## config.mk

```make
export PLATFORM = sky130hd
export DESIGN_NAME = ram_loader_flat
export DESIGN_NICKNAME = d
export VERILOG_FILES = /design/src/rtl/ram_loader_if.sv /design/src/rtl/ram_loader.sv /design/src/flat_wrapper.sv
export SDC_FILE = /design/constraint.sdc
export NUM_CORES = 1
export LEC_CHECK = 0
export ABC_AREA = 1
export CORE_ASPECT_RATIO = 1.5
export CORE_UTILIZATION = 47
export DETAILED_ROUTE_END_ITERATION = 7
export PLACE_DENSITY_LB_ADDON = 0.15
export SLEW_MARGIN = 15
export SYNTH_ARGS = -nofsm -noshare
export SYNTH_HDL_FRONTEND = slang
export SYNTH_SLANG_ARGS = --single-unit
```

## constraint.sdc

```tcl
create_clock -name clk -period 1.6 [get_ports clk]
set_clock_uncertainty 0.1 [all_clocks]
set_input_delay 0.32 -clock clk [delete_from_list [all_inputs] [get_ports clk]]
set_output_delay 0.32 -clock clk [all_outputs]
set_load 0.05 [all_outputs]
```

## src/rtl/ram_loader_if.sv

```systemverilog
// ram_loader_if: groups the byte-stream handshake and the RAM program/read
// bus that the loader drives.
//   byte_in/byte_valid/byte_ready : valid/ready byte stream from the host
//   ram_rdata                     : RAM bus_out, sampled during read-back
//   prog_mode                     : RAM takes address/data from the loader
//   ram_addr/ram_data             : RAM dipswitch_addr / dipswitch_data
//   write_enable                  : active-low RAM write strobe
//   output_enable                 : RAM read enable onto bus_out
// master = the loader, slave = the byte source and RAM side.
interface ram_loader_if #(
    parameter int DATA_W = 8,
    parameter int ADDR_W = 4
);
    logic [DATA_W-1:0] byte_in;
    logic              byte_valid;
    logic              byte_ready;
    logic [DATA_W-1:0] ram_rdata;
    logic              prog_mode;
    logic [ADDR_W-1:0] ram_addr;
    logic [DATA_W-1:0] ram_data;
    logic              write_enable;
    logic              output_enable;

    modport master (
        input  byte_in, byte_valid, ram_rdata,
        output byte_ready, prog_mode, ram_addr, ram_data, write_enable, output_enable
    );

    modport slave (
        output byte_in, byte_valid, ram_rdata,
        input  byte_ready, prog_mode, ram_addr, ram_data, write_enable, output_enable
    );
endinterface

```

## src/rtl/ram_loader.sv

```systemverilog
// ram_loader: programs every RAM location 0..DEPTH-1 from a valid/ready byte
// stream, then optionally reads the whole RAM back and compares a checksum.
// Ports:
//   clk      : system clock, rising edge
//   clear_n  : asynchronous active-low reset
//   start    : begins a load sequence, sampled only while idle
//   bus      : ram_loader_if.master (byte stream in, RAM program/read bus out)
//   busy     : sequence in progress
//   done     : sequence complete, held until the next start
//   error    : read-back sum differs from checksum, valid while done=1
//   checksum : modulo-2**DATA_W sum of all bytes written
// Every output is a register, so write_enable cannot glitch.
module ram_loader #(
    parameter int DATA_W   = 8,
    parameter int ADDR_W   = 4,
    parameter int DEPTH    = 16,
    parameter int WE_PULSE = 1,
    parameter int VERIFY   = 1
) (
    input  logic              clk,
    input  logic              clear_n,
    input  logic              start,
    ram_loader_if.master      bus,
    output logic              busy,
    output logic              done,
    output logic              error,
    output logic [DATA_W-1:0] checksum
);

    localparam int CNT_W = (WE_PULSE > 1) ? $clog2(WE_PULSE) : 1;
    localparam logic [ADDR_W-1:0] LAST_ADDR = ADDR_W'(DEPTH - 1);
    localparam logic [CNT_W-1:0]  LAST_CNT  = CNT_W'(WE_PULSE - 1);

    typedef enum logic [2:0] {
        S_IDLE,
        S_WAIT_BYTE,
        S_SETUP,
        S_WRITE,
        S_HOLD,
        S_VADDR,
        S_VSAMPLE,
        S_FINISH
    } state_t;

    state_t            state;
    logic [CNT_W-1:0]  we_cnt;
    logic [DATA_W-1:0] read_sum;
    logic              byte_ready;
    logic              prog_mode;
    logic [ADDR_W-1:0] ram_addr;
    logic [DATA_W-1:0] ram_data;
    logic              write_enable;
    logic              output_enable;

    // Both sums deliberately wrap; the carry out is discarded.
    function automatic logic [DATA_W-1:0] wrap_add(input logic [DATA_W-1:0] a,
                                                    input logic [DATA_W-1:0] b);
        return a + b;
    endfunction

    assign bus.byte_ready    = byte_ready;
    assign bus.prog_mode     = prog_mode;
    assign bus.ram_addr      = ram_addr;
    assign bus.ram_data      = ram_data;
    assign bus.write_enable  = write_enable;
    assign bus.output_enable = output_enable;

    always_ff @(posedge clk or negedge clear_n) begin
        if (!clear_n) begin
            state         <= S_IDLE;
            we_cnt        <= '0;
            read_sum      <= '0;
            byte_ready    <= 1'b0;
            prog_mode     <= 1'b0;
            ram_addr      <= '0;
            ram_data      <= '0;
            write_enable  <= 1'b1;
            output_enable <= 1'b0;
            busy          <= 1'b0;
            done          <= 1'b0;
            error         <= 1'b0;
            checksum      <= '0;
        end else begin
            case (state)
                S_IDLE: begin
                    if (start) begin
                        state      <= S_WAIT_BYTE;
                        busy       <= 1'b1;
                        done       <= 1'b0;
                        error      <= 1'b0;
                        prog_mode  <= 1'b1;
                        ram_addr   <= '0;
                        checksum   <= '0;
                        byte_ready <= 1'b1;
                    end
                end

                S_WAIT_BYTE: begin
                    // byte_ready is only ever high here, so bytes offered in
                    // any other state are left untouched at the source.
                    if (bus.byte_valid && byte_ready) begin
                        ram_data   <= bus.byte_in;
                        checksum   <= wrap_add(checksum, bus.byte_in);
                        byte_ready <= 1'b0;
                        state      <= S_SETUP;
                    end
                end

                // Address and data have one full cycle to settle before the strobe.
                S_SETUP: begin
                    write_enable <= 1'b0;
                    we_cnt       <= '0;
                    state        <= S_WRITE;
                end

                S_WRITE: begin
                    if (we_cnt == LAST_CNT) begin
                        write_enable <= 1'b1;
                        state        <= S_HOLD;
                    end else begin
                        we_cnt <= we_cnt + 1'b1;
                    end
                end

                // Address and data stay put one cycle after the strobe rises.
                S_HOLD: begin
                    if (ram_addr == LAST_ADDR) begin
                        if (VERIFY != 0) begin
                            ram_addr      <= '0;
                            read_sum      <= '0;
                            output_enable <= 1'b1;
                            state         <= S_VADDR;
                        end else begin
                            state <= S_FINISH;
                        end
                    end else begin
                        ram_addr   <= ram_addr + 1'b1;
                        byte_ready <= 1'b1;
                        state      <= S_WAIT_BYTE;
                    end
                end

                // Read-back: one cycle for the RAM output to settle, one to sample.
                S_VADDR: begin
                    state <= S_VSAMPLE;
                end

                S_VSAMPLE: begin
                    read_sum <= wrap_add(read_sum, bus.ram_rdata);
                    if (ram_addr == LAST_ADDR) begin
                        output_enable <= 1'b0;
                        state         <= S_FINISH;
                    end else begin
                        ram_addr <= ram_addr + 1'b1;
                        state    <= S_VADDR;
                    end
                end

                S_FINISH: begin
                    error     <= (VERIFY != 0) && (read_sum != checksum);
                    busy      <= 1'b0;
                    prog_mode <= 1'b0;
                    done      <= 1'b1;
                    state     <= S_IDLE;
                end

                default: begin
                    state <= S_IDLE;
                end
            endcase
        end
    end

endmodule
```

## src/flat_wrapper.sv

```systemverilog
// flat-port wrapper written by rule: the top's interface ports become plain ports
module ram_loader_flat 
#(
    parameter int DATA_W   = 8,
    parameter int ADDR_W   = 4,
    parameter int DEPTH    = 16,
    parameter int WE_PULSE = 1,
    parameter int VERIFY   = 1
)
  (clk, clear_n, start, busy, done, error, checksum, bus_byte_in, bus_byte_valid, bus_ram_rdata, bus_byte_ready, bus_prog_mode, bus_ram_addr, bus_ram_data, bus_write_enable, bus_output_enable);
  ram_loader_if #(.DATA_W(DATA_W), .ADDR_W(ADDR_W)) bus_i ();
  input  logic clk;
  input  logic clear_n;
  input  logic start;
  output logic busy;
  output logic done;
  output logic error;
  output logic [DATA_W-1:0] checksum;
  input wire logic [$bits(bus_i.byte_in)-1:0] bus_byte_in;
  input wire logic [$bits(bus_i.byte_valid)-1:0] bus_byte_valid;
  input wire logic [$bits(bus_i.ram_rdata)-1:0] bus_ram_rdata;
  output wire logic [$bits(bus_i.byte_ready)-1:0] bus_byte_ready;
  output wire logic [$bits(bus_i.prog_mode)-1:0] bus_prog_mode;
  output wire logic [$bits(bus_i.ram_addr)-1:0] bus_ram_addr;
  output wire logic [$bits(bus_i.ram_data)-1:0] bus_ram_data;
  output wire logic [$bits(bus_i.write_enable)-1:0] bus_write_enable;
  output wire logic [$bits(bus_i.output_enable)-1:0] bus_output_enable;
  assign bus_i.byte_in = bus_byte_in;
  assign bus_i.byte_valid = bus_byte_valid;
  assign bus_i.ram_rdata = bus_ram_rdata;
  assign bus_byte_ready = bus_i.byte_ready;
  assign bus_prog_mode = bus_i.prog_mode;
  assign bus_ram_addr = bus_i.ram_addr;
  assign bus_ram_data = bus_i.ram_data;
  assign bus_write_enable = bus_i.write_enable;
  assign bus_output_enable = bus_i.output_enable;
  ram_loader #(.DATA_W(DATA_W), .ADDR_W(ADDR_W), .DEPTH(DEPTH), .WE_PULSE(WE_PULSE), .VERIFY(VERIFY)) u_core (.clk(clk), .clear_n(clear_n), .start(start), .bus(bus_i), .busy(busy), .done(done), .error(error), .checksum(checksum));
endmodule
```

==> reports/qor.csv, run 1 <==
stage,metric,value,unit
pwr,Pwr top,combinational cells,
pwr,clk pwr,0.686,mW
pwr,Comb group,5.29,mW
global_route,global route total overflow,0,
pwr,total power,7.88,mW
worst_setup_path,CP Capture Type,register,
finish,Antenna diodes,0,
floorplan,# IOs,47,
placed_design,Post-Place Worst Slack,-0.393,ns
global_route,GRT busiest layer,met2,
drt,top layer in use,met4,
final_timing,period utilisation layout,98.5,%
pwr,net switching share of the total power,47.5,%
placed_design,Placement Cell Area,0.00337,mm^2
worst_setup_path,Worst EP arrival,1.71,ns
clock_tree,Post-CTS Hold Fix Bufs,1,
worst_setup_path,Critical R2R Capture,u_core.checksum[6],
clock_tree,CTS tree,done,
synth,Synth top cell by count,nand2_1,
min_path,min-delay worst type,in -> reg,
finish,final non-filler cell total,458,
pwr,Flop pwr share,24.1,%
final_timing,Slew Limit Headroom,69.4,%
final_timing,RSZ-0062 raised after global routing,yes,
pwr,Peak VDD IR,1310,uV
clock_tree,root buf cell,clkbuf_8,
pwr,Psw,3.74,mW
synth,Yosys Chip Area,0.00236,mm^2
drt,First-pass DRT Iterations,6,
clock_tree,CTS buffer count,5,
floorplan,row count,31,
worst_setup_path,register-to-register setup slack,0.02,ns
synth,"Avg Cell Area, Syn",7.49,um^2
pwr,Int Pwr,4.13,mW
finish,Top cells excl fill/tap,"nand2_1, inv_1, buf_12",
drt,Metal-1 WL,2.30,mm
final_timing,Worst Tran Pin Value,0.459,ns
global_route,largest net degree at the start of global routing,21,
drt,Detail Route Antenna Nets,0,
status,status,"finished, final reports clean",
drt,Post-Route WL,6.05,mm
drt,DR WL/cell,13.2,um
final_timing,setup TNS,0,ns
flow_run,Log Warnings,28,
finish,finished layout cell area,0.00362,mm^2
floorplan,initial cell density of the core,49.1,%
worst_setup_path,crit path launch,u_core.checksum[0],
worst_setup_path,kind of critical path,reg -> reg,
global_route,routing usage on met2,43.2,%
synth,Top cell area share,38.2,%
worst_setup_path,CP Data Required Time,1.73,ns
final_timing,fmax,0.634,GHz
synth,Nets at Floorplan,352,
flow_run,max cap viols,0,
pwr,Sequential Power,1.90,mW
drt,DRC Markers,0,
worst_setup_path,worst reg-to-reg path cell count,7,
clock_tree,CTS H-Tree Depth,2,
worst_setup_path,Setup crit end,u_core.checksum[6],
worst_setup_path,CP Launch Type,register,
clock_tree,clock sinks,37,
placed_design,detailed-placement wirelength estimate,4.42,mm
drt,1st-iter DRT viols,66,
clock_tree,Worst-path clk slew,0.08,ns
synth,Main area contributors,"dfrtp_1, nand2_1, ha_1",
clock_tree,clock buffer depth,2,
final_timing,min Tclk post-route,1.58,ns
global_route,met1 GRT Util,25.6,%
floorplan,total die area,0.00531,mm^2
drt,vias per cell,5.12,
finish,Syn-to-layout area delta,53.4,%
worst_setup_path,worst r2r src,u_core.checksum[0],
synth,YS warnings,0,
clock_tree,worst skew pair latency,0.29,ns
synth,post-synthesis async set-or-reset flop share,100,%
finish,most frequent logic cell in the layout,nand2_1,
synth,cell taking the most area after synthesis,dfrtp_1,
synth,top post-synthesis cells by count,"nand2_1, dfrtp_1, inv_1, nand3_1",
worst_setup_path,crit path max fanout,3,
global_route,initial antenna violation count,0,
global_route,Total Routing Usage GR,23.6,%
synth,# Cells Yosys,315,
synth,sequential area share after synthesis,39.3,%
run 1: how the worst min path moves through the flow:
stage          cells past startpoint                      to
2_1_floorplan                      0   u_core.bus.byte_ready
3_3_place_gp                       1  u_core.bus.ram_data[0]
3_5_place_dp                       1  u_core.bus.ram_data[2]
4_1_cts                            3  u_core.bus.ram_data[2]
5_1_grt                            3  u_core.bus.ram_data[5]
6_report                           3  u_core.bus.ram_data[6]
run 1: worst max-delay path, cell delays in order (launching register included):
cell     delay [ns]
dfrtp_2        0.43
ha_4           0.17
fa_2           0.40
nand3_2        0.11
nand3_1        0.08
nand2_1        0.07
nand3_1        0.08
nand2_1        0.08
run 1: area by class of cell:
cell class	count	area [um^2]	share of cell area [%]
Inverter	42	165	4.56
Multi-Input combinational cell	234	1400	38.7
Tap cell	66	82.6	2.28
Clock buffer	8	90.1	2.49
Timing Repair Buffer	71	941	26.0
Sequential cell	37	940	26.0
run 1: logic make-up (layout without fill, tap and decap cells):
| family | Yosys count | in the layout | share of synthesized area, % |
|---|---|---|---|
| flip-flops | 37 | 37 | 39.3 |
| XOR/XNOR | 7 | 7 | 2.60 |
| AND/OR/NAND/NOR | 175 | 175 | 33.2 |
| AND-OR/OR-AND | 35 | 35 | 7.48 |
| adder cells (fa/ha/maj) | 17 | 17 | 9.65 |
| buffers and inverters | 44 | 121 | 7.79 |
run 1: sequential cells by signal, indices dropped and copies added, names as in the netlist:
name	flops
u_core.bus.output_enable	1
u_core.error	1
u_core.done	1
u_core.bus.byte_ready	1
u_core.read_sum	8
u_core.bus.ram_data	8
u_core.bus.write_enable	1
u_core.bus.ram_addr	4
u_core.state	3
u_core.bus.prog_mode	1
u_core.checksum	8
Run 1, cell outlines without signal wires:
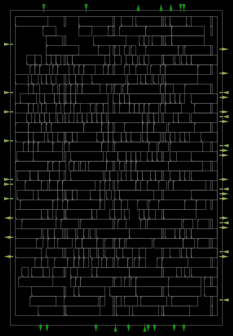
fin util: 75.3%
num sequential: 37

Run 1, wire density map:
The die is cut into 12 by 18 equal tiles; black is low, pale yellow is high, scaled to the fullest tile. Values are wire area over tile area, all layers added.
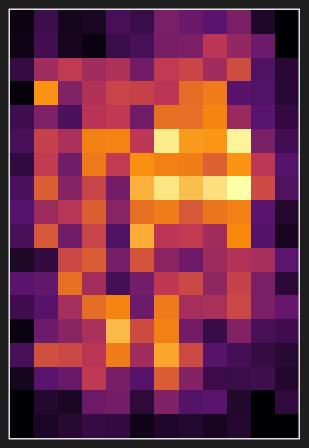
3.7% of the tiles are nearly empty. The densest ninth of the die: middle. 32% of the tiles are over half the peak. The emptiest ninth of the die: bottom right. The mean over all tiles is 0.18. The fullest tile reaches 0.48.

Run 1, placement by cell class:
Bar = 20 um. Fill, decap, tap and diode cells in grey.
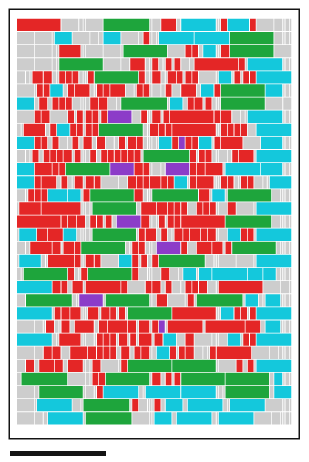
Purple is clock drivers and dummy loads, cells 8. Green is registers, cells 37. Cyan is remaining buffers and delay cells, cells 71. Red is remaining logic cells, cells 276.

==> inputs of run 2 (changes only) <==
- SLEW_MARGIN: 15 -> 10
==> run 2 against run 1 <==
Global-route usage stayed put. Worst setup slack stayed put. Synthesized cell count stayed put. Largest cell class unchanged. Highest routed layer unchanged.
==> reports/qor.csv, run 2 <==
stage,metric,value,unit,change
flow_run,max cap viols,0,,unchanged
finish,FF/Latch Area,940,um^2,unchanged
final_timing,Slew Limit Headroom,69.4,%,unchanged
drt,First-pass DRT Iterations,6,,unchanged
worst_setup_path,CP Launch Type,register,,unchanged
pwr,net switching share of the total power,47.5,%,unchanged
synth,top post-synthesis cells by count,"nand2_1, dfrtp_1, inv_1, nand3_1",,unchanged
synth,Yosys Chip Area,0.00236,mm^2,unchanged
synth,Synth top cell by count,nand2_1,,unchanged
worst_setup_path,Crit path max-delay family,adder cells,,unchanged
clock_tree,clock sinks,37,,unchanged
drt,vias per cell,5.12,,unchanged
synth,# Cells Yosys,315,,unchanged
finish,final non-filler cell total,458,,unchanged
synth,Top cell area share,38.2,%,unchanged
final_timing,RSZ-0062 raised after global routing,yes,,unchanged
worst_setup_path,crit path max fanout,3,,unchanged
synth,Adders+Majority by Area,9.65,%,unchanged
synth,"XOR Share, Synth",2.60,%,unchanged
drt,top layer in use,met4,,unchanged
status,status,"finished, final reports clean",,unchanged
synth,"Avg Cell Area, Syn",7.49,um^2,unchanged
drt,DR WL/cell,13.2,um,unchanged
drt,Metal-1 WL,2.30,mm,unchanged
pwr,Int Pwr,4.13,mW,unchanged
synth,YS warnings,0,,unchanged
pwr,Psw,3.74,mW,unchanged
clock_tree,worst skew pair latency,0.29,ns,about the same
final_timing,Worst Tran Pin Value,0.459,ns,unchanged
floorplan,# IOs,47,,unchanged
finish,top flop regs,"u_core.bus.ram_data x8, u_core.checksum x8, u_core.read_sum x8",,unchanged
global_route,global route total overflow,0,,unchanged
floorplan,initial cell density of the core,49.1,%,unchanged
worst_setup_path,worst path cell trace,ha_4 -> fa_2 -> nand3_2 -> nand3_1 -> nand2_1 -> nand3_1 -> nand2_1,,unchanged
floorplan,total die area,0.00531,mm^2,unchanged
drt,1st-iter DRT viols,66,,unchanged
clock_tree,CTS buffer count,5,,unchanged
worst_setup_path,worst r2r src,u_core.checksum[0],,unchanged
worst_setup_path,CP Capture Type,register,,unchanged
[run 2: final cells by class]
type | count | share of cell area (%)
multi-input combinational | 234 | 38.7
timing repair buffer | 71 | 26.0
sequential | 37 | 26.0
inverter | 42 | 4.56
clock buffer | 8 | 2.49
tap | 66 | 2.28
[run 2: worst paths after layout]
path | end | depth (start not counted)
max in group asynchronous | u_core.bus.write_enable | 3
worst min-delay path | u_core.bus.ram_data[6] | 3
worst max register to register | u_core.checksum[6] | 7
worst min register to register | u_core.bus.write_enable | 2
min in group asynchronous | u_core.bus.ram_data[0] | 2
worst max-delay path | u_core.checksum[6] | 7
[run 2: routing by layer]
metal  track usage [%]  up-vias
met5                 0        -
met4              11.2        0
met3              3.95       19
met2              43.2       69
met1              25.6     1108
li1                  -     1148
[run 2: through the flow]
stage | TNS [ns] | utilization [%] | setup slack [ns] | cell area, um^2
after global routing | -0.138 | 75.3 | -0.0593 | 3620
after detailed placement | -4.05 | 70.1 | -0.393 | 3370
after global placement | -3.71 | 70.1 | -0.372 | 3370
after floorplan | 0 | - | 0.00715 | 2400
final | 0 | 75.3 | 0.0236 | 3620
after CTS | -0.0384 | 72.9 | -0.0219 | 3510
[run 2: power by group through the flow]
stage	logic (mW)	clock network, mW	registers [mW]
finish	5.29	0.686	1.90
global route	5.70	0.726	1.95
detailed placement	5.01	0	1.88
global placement	4.92	0	1.86
CTS	5.09	0.686	1.88
floorplan	1.90	0	2.74
[run 2: cells by family (layout without fill, tap and decap cells)]
logic type | count (synthesis) | count (layout)
adder cells (fa/ha/maj) | 17 | 17
flip-flops | 37 | 37
XOR/XNOR | 7 | 7
AND/OR/NAND/NOR | 175 | 175
AND-OR/OR-AND | 35 | 35
buffers and inverters | 44 | 121
Run 2, wire density map:
The die is cut into 12 by 18 equal tiles; black is low, pale yellow is high, scaled to the fullest tile. Values are wire area over tile area, all layers added.
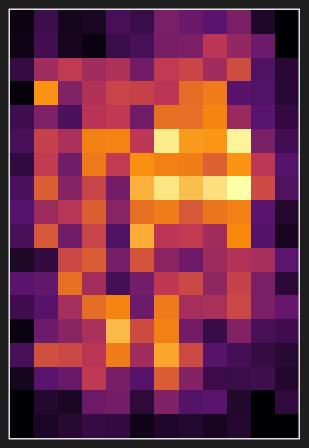
The fullest tile reaches 0.48. The densest ninth of the die: middle. 3.7% of the tiles are nearly empty.

Run 2, signal wires on met1:
Supply wires on this layer in grey.
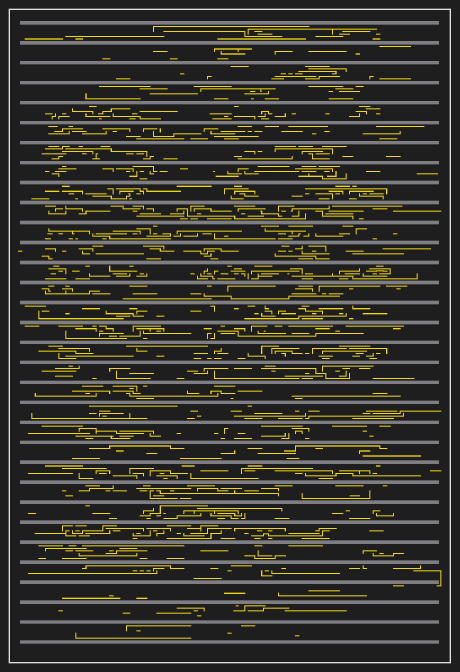
The longest straight run is 21.2 um. The wires run mostly horizontal. 376 nets have wire on it. The layer carries 2300 um of wire. The layer holds 38% of the routed length.

==> inputs of run 3 (changes only) <==
- CAP_MARGIN: unset -> 20
Run 3, signal wires on met1:
Supply wires on this layer in grey.
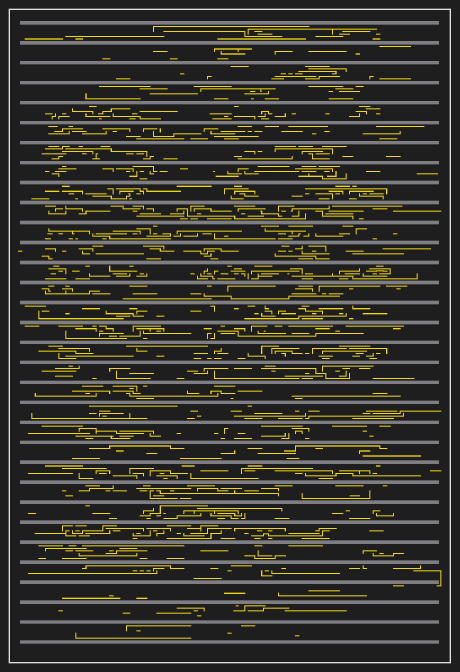
The layer holds 38% of the routed length. The wires run mostly horizontal. The longest straight run is 21.2 um. The layer carries 2300 um of wire.

Run 3, wire density map:
The die is cut into 12 by 18 equal tiles; black is low, pale yellow is high, scaled to the fullest tile. Values are wire area over tile area, all layers added.
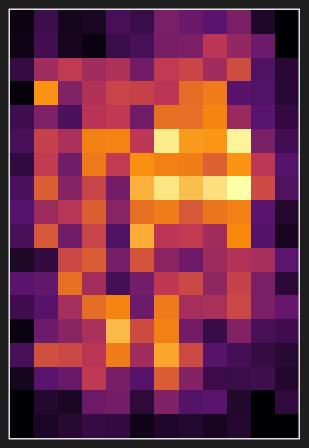
The mean over all tiles is 0.18. The fullest tile reaches 0.48. The densest ninth of the die: middle.

==> run 3 against run 2 <==
Hold slack did not move. Die area did not move. Maximum frequency unchanged. Utilization did not move. Cell count is the same. Area after synthesis did not move. Combinational power barely moved. Clock-buffer cell count unchanged. Total power stayed put. Flip-flop count stayed put. Global-route usage stayed put. Critical path type unchanged. Largest cell class unchanged.
==> reports/qor.csv, run 3 <==
stage,metric,value,unit,change
worst_setup_path,CP max stage cell,dfrtp_2,,unchanged
worst_setup_path,Critical R2R Capture,u_core.checksum[6],,unchanged
synth,YS warnings,0,,unchanged
pwr,Peak VDD IR,1310,uV,unchanged
worst_setup_path,CP Data Required Time,1.73,ns,about the same
final_timing,Slew Limit Headroom,69.4,%,unchanged
final_timing,period utilisation layout,98.5,%,unchanged
min_path,min-delay worst type,in -> reg,,unchanged
clock_tree,worst skew pair latency,0.29,ns,about the same
status,status,"finished, final reports clean",,unchanged
drt,vias per cell,5.12,,unchanged
finish,top flop regs,"u_core.bus.ram_data x8, u_core.checksum x8, u_core.read_sum x8",,unchanged
finish,fin util,75.3,%,unchanged
final_timing,final worst setup slack,0.0236,ns,unchanged
final_timing,min Tclk post-route,1.58,ns,unchanged
clock_tree,clock buffer depth,2,,unchanged
drt,DRC Markers,0,,unchanged
drt,DR WL/cell,13.2,um,unchanged
worst_setup_path,crit path buf inv count,0,,unchanged
clock_tree,CTS H-Tree Depth,2,,unchanged
drt,Detail Route Antenna Nets,0,,unchanged
finish,Logic cell area,0.00140,mm^2,unchanged
floorplan,# IOs,47,,unchanged
drt,First-pass DRT Iterations,6,,unchanged
final_timing,RSZ-0062 raised after global routing,yes,,unchanged
synth,sequential area share after synthesis,39.3,%,unchanged
worst_setup_path,CP Capture Type,register,,unchanged
final_timing,Worst Tran Pin Value,0.459,ns,unchanged
floorplan,initial cell density of the core,49.1,%,unchanged
worst_setup_path,Worst EP arrival,1.71,ns,about the same
finish,Antenna diodes,0,,unchanged
clock_tree,CTS tree,done,,unchanged
min_path,WHS Path Cells,3,,unchanged
flow_run,max cap viols,0,,unchanged
drt,1st-iter DRT viols,66,,unchanged
finish,Syn-to-layout area delta,53.4,%,unchanged
synth,Synth top cell by count,nand2_1,,unchanged
synth,Cells after Synth,315,,unchanged
final_timing,setup TNS,0,ns,unchanged
clock_tree,clock sinks,37,,unchanged
synth,Nets at Floorplan,352,,unchanged
floorplan,total die area,0.00531,mm^2,unchanged
synth,post-synthesis async set-or-reset flop share,100,%,unchanged
global_route,global route total overflow,0,,unchanged
global_route,Total Routing Usage GR,23.6,%,unchanged
min_path,worst hold endpoint,u_core.bus.ram_data[6],,unchanged
placed_design,Placement Cell Area,0.00337,mm^2,unchanged
clock_tree,root buf cell,clkbuf_8,,unchanged
clock_tree,Worst-path clk slew,0.08,ns,about the same
placed_design,Post-Place Worst Slack,-0.393,ns,unchanged
finish,most frequent logic cell in the layout,nand2_1,,unchanged
worst_setup_path,Max stage delay on crit path,0.43,ns,about the same
finish,FF/Latch Area,940,um^2,unchanged
final_timing,fmax,0.634,GHz,unchanged
worst_setup_path,Crit path max-delay family,adder cells,,unchanged
worst_setup_path,kind of critical path,reg -> reg,,unchanged
floorplan,row count,31,,unchanged
worst_setup_path,crit path max fanout,3,,unchanged
clock_tree,CTS buffer count,5,,unchanged
global_route,initial antenna violation count,0,,unchanged
synth,# Cells Yosys,315,,unchanged
final_timing,final hold slack,0.234,ns,unchanged
synth,top post-synthesis cells by count,"nand2_1, dfrtp_1, inv_1, nand3_1",,unchanged
synth,Main area contributors,"dfrtp_1, nand2_1, ha_1",,unchanged
synth,cell taking the most area after synthesis,dfrtp_1,,unchanged
global_route,largest net degree at the start of global routing,21,,unchanged
pwr,total power,7.88,mW,unchanged
worst_setup_path,worst r2r src,u_core.checksum[0],,unchanged
finish,finished layout cell area,0.00362,mm^2,unchanged
finish,final non-filler cell total,458,,unchanged
synth,"Avg Cell Area, Syn",7.49,um^2,unchanged
worst_setup_path,CP Launch Type,register,,unchanged
worst_setup_path,worst reg-to-reg path cell count,7,,unchanged
-- run 3: cell counts after synthesis --
No cell type changed its count.
-- run 3: worst max-delay path by stage --
stage                            start                  to  slack (ns)  cells past startpoint
finish              u_core.checksum[0]  u_core.checksum[6]        0.02                      7
global route        u_core.read_sum[0]  u_core.read_sum[4]       -0.06                      7
CTS                   bus_ram_rdata[0]  u_core.read_sum[4]       -0.02                      8
detailed placement    bus_ram_rdata[0]  u_core.read_sum[4]       -0.39                      8
global placement      bus_ram_rdata[0]  u_core.read_sum[4]       -0.37                      8
floorplan           u_core.checksum[0]  u_core.checksum[4]       0.007                      6
-- run 3: what timing repair did --
item	CTS	global route
pin swaps	4	10
hold buffers	1	0
setup buffers	0	2
gates resized	9	20
hold endpoints to repair	17	0
endpoints found under the setup margin	8	9
-- run 3: cell families after synthesis --
| kind of cell | Yosys count | share of synthesized area (%) |
|---|---|---|
| AND-OR/OR-AND | 35 | 7.48 |
| XOR/XNOR | 7 | 2.60 |
| adder cells (fa/ha/maj) | 17 | 9.65 |
| buffers and inverters | 44 | 7.79 |
| flip-flops | 37 | 39.3 |
| AND/OR/NAND/NOR | 175 | 33.2 |
-- run 3: layout make-up --
type	instances	share of cell area (%)
multi-input combinational	234	38.7
timing repair buffer	71	26.0
sequential	37	26.0
inverter	42	4.56
clock buffer	8	2.49
tap	66	2.28
-- run 3: per-layer routing --
layer  part of all wire, %  GRT usage, %
met1                    38          25.6
met2                    56          43.2
met3                   3.3          3.95
met4                   2.7          11.2
met5                     0             0
-- run 3: report_power, final --
group	switching, mW	total, mW	internal [mW]
sequential	0.522	1.90	1.38
clock	0.335	0.686	0.352
combinational	2.89	5.29	2.41
total	3.74	7.88	4.13
Power is estimated from default activity; no workload was simulated.
